### Logic cells by family

Bar = 20 um.
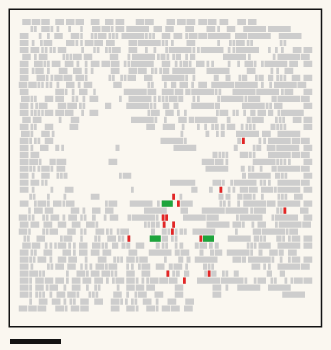
### Close-up of the layout

Bar = 5 um. Region (50, 76) to (70, 96) um. Cells in grey, sequential cells in the stronger grey; small squares are vias.
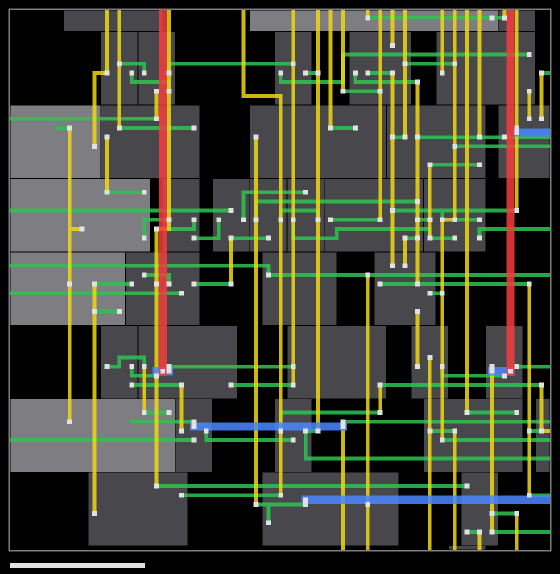
### Sequential cells coloured by netlist name

Bar = 20 um.
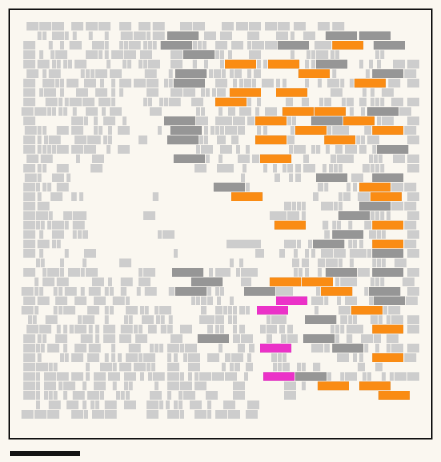
### Wiring by layer

Bar = 20 um.
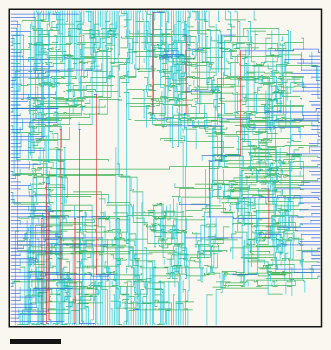
==> config.mk <==
export PLATFORM = sky130hd
export DESIGN_NAME = mem_arbiter
export DESIGN_NICKNAME = d
export VERILOG_FILES = /design/src/rtl/mem_arbiter.sv
export SDC_FILE = /design/constraint.sdc
export NUM_CORES = 1
export LEC_CHECK = 0
export ABC_AREA = 1
export CAP_MARGIN = 5
export CORE_AREA = 3 3 118 120
export CTS_BUF_LIST = sky130_fd_sc_hd__clkbuf_4 sky130_fd_sc_hd__clkbuf_8
export DETAILED_ROUTE_END_ITERATION = 12
export DIE_AREA = 0 0 121 123
export GPL_TIMING_DRIVEN = 0
export PLACE_DENSITY = 0.74
export SETUP_SLACK_MARGIN = 0.3
export SLEW_MARGIN = 20
export SYNTH_ARGS = -nofsm -noshare
export SYNTH_HDL_FRONTEND = slang
export SYNTH_SLANG_ARGS = --single-unit
==> constraint.sdc <==
create_clock -name clk -period 5.2 [get_ports clk]
set_clock_uncertainty 0.1 [all_clocks]
set_input_delay 1.04 -clock clk [delete_from_list [all_inputs] [get_ports clk]]
set_output_delay 1.04 -clock clk [all_outputs]
set_load 0.05 [all_outputs]
==> flow_summary.ini <==
; synthesis and place-and-route metrics
[cells_and_area]
fill_cells = 1260
stdcell_area_um2 = 7450
layout_top_cells = nand2_1 (375), clkdlybuf4s50_1 (309), dfrtp_1 (75)
final_nets = 1061
drive_gt1_frac = 0.0573
area_growth_pct = 90.1

[worst_setup_path]
cp-start-kind = input pin
critPathTopFamily = buffers and inverters
slowest_stage = clkdlybuf4s50_1
rrSetupSlack_ns = 3.24
crit_type = in -> out
r2r_cells = 10
crit_fanout = 10
cp_data_arrival_time_ns = 3.53
cpPeakStageDelay_ns = 0.83
path_cells = clkdlybuf4s50_1 -> a21oi_1 -> nand2_2 -> inv_2 -> clkbuf_1 -> nand2_1 -> nand2_1 -> clkdlybuf4s50_1
crit_cells = 8
worst-path-buf-inv = 4

[run]
warning_count = 28
cap_violations = 0

[placed_design]
dpl_cell_area_um2 = 7270
hpwl_um = 14100
io_buffers = 309
gp_congestion = 0.879

[final_timing]
period_minus_slack_ns = 4.67
setup_viol = 0
hold_viol = 0
period_used_share = 0.897
finalMaxSlewViolations = 0
timing.fmax_mhz = 214
worst_pin_slew_ns = 0.585
rsz0062_at_grt = no
setup_slack_ns = 0.534

[min_path]
min-delay-path-class = reg -> reg

[clock_network]
cts_resized = 0
clk_pin_slew_ns = 0.08
htreeDepth = 3
cts.sinks = 75
cts-root-buf = clkbuf_8
clk_path_buf_depth = 2
postCtsHoldBufs = 0

[route]
ant_nets = 0
drc = 0
firstDrtPassIters = 5

[yosys]
syn_area_um2 = 3920
top_cell_area_share = 0.479
ys_seq_frac = 0.479
aoi_share = 0.0134
xor_share = 0.00223
yosys_area_um2 = 3920
yosysWarnings = 0
syn_avg_cell_area_um2 = 6.95
async_flop_share = 1.00
ys_cells = 564
ys_sh_mux = 0
logic_family = simple AND/OR/NAND/NOR gates
syn_inst = 564
top_cell = nand2_1
netlist_top_cells_area = dfrtp_1 (48%), nand2_1 (36%), nand4_1 (5.3%)
yosysUniqueCellTypes = 21
largest_area_cell = dfrtp_1
simple_gate_share = 0.439
edf_count = 0

[power]
finalPower_uw = 2450
ir_drop_uv = 113
power_density_nw_per_um2 = 329
total_leakage_power_uw = 0.00362

[die]
fp_util = 0.300
coreArea_um2 = 13100
io_pins = 310
rows = 42

[global_route]
grt_overflow = 0
antenna_found_initial = 0
grt.total_usage = 0.219
met1_usage = 0.243
grt_util_met2 = 0.383
met3_usage = 0.0750

[status]
status = finished, final reports clean
About 'Logic cells by family':
| colour | family | cells | most used |
|---|---|---|---|
| red | inverters | 15 | inv_1 |
| green | adder and majority cells | 3 | ha_1 |
Comb/total area: 0.244
Layout Cells excl Fill: 1066
most instantiated logic cell after routing: nand2_1

About 'Close-up of the layout':
| colour | layer |
|---|---|
| blue | met3 |
| red | met4 |
| green | met1 |
| yellow | met2 |
sequential cells in the window: 2
cells with their middle in the window: 32
most frequent: nand2_1 (14), clkdlybuf4s50_1 (8), nand4_1 (4)

About 'Sequential cells coloured by netlist name':
| colour | netlist name | sequential cells |
|---|---|---|
| orange | `cpu_rdata` | 32 |
| magenta | `starve_reg` | 4 |
not coloured: 39
post-layout util: 0.570
flop share of the area: 0.252

About 'Wiring by layer':
| colour | layer | wire length |
|---|---|---|
| cyan | met2 | 8370 um |
| green | met1 | 6380 um |
| blue | met3 | 1610 um |
| red | met4 | 583 um |
drt wl/cell: 15.9 um
Total Wirelength: 16900 um
via count: 4742

[layout make-up]
type	instances	area (um^2)	share of cell area
buffer	32	171	0.0230
clock buffer	11	151	0.0203
clock inverter	5	37.5	0.00504
inverter	15	56.3	0.00755
multi-input combinational	442	1820	0.244
sequential	75	1880	0.252
tap	176	220	0.0295
timing repair buffer	310	3120	0.419
[metal layers]
| metal | share of wire | wire length [um] |
|---|---|---|
| met5 | 0 | 0 |
| met4 | 0.034 | 582 |
| met3 | 0.095 | 1610 |
| met2 | 0.49 | 8370 |
| met1 | 0.38 | 6380 |
[power by group]
part / leakage, uW / internal [uW] / switching, uW / total, uW
combinational: 0.00258 / 449 / 816 / 1270
sequential: 0.000952 / 698 / 64.9 / 763
clock: 0.0000915 / 200 / 222 / 422
Power and IR drop assume default switching activity.
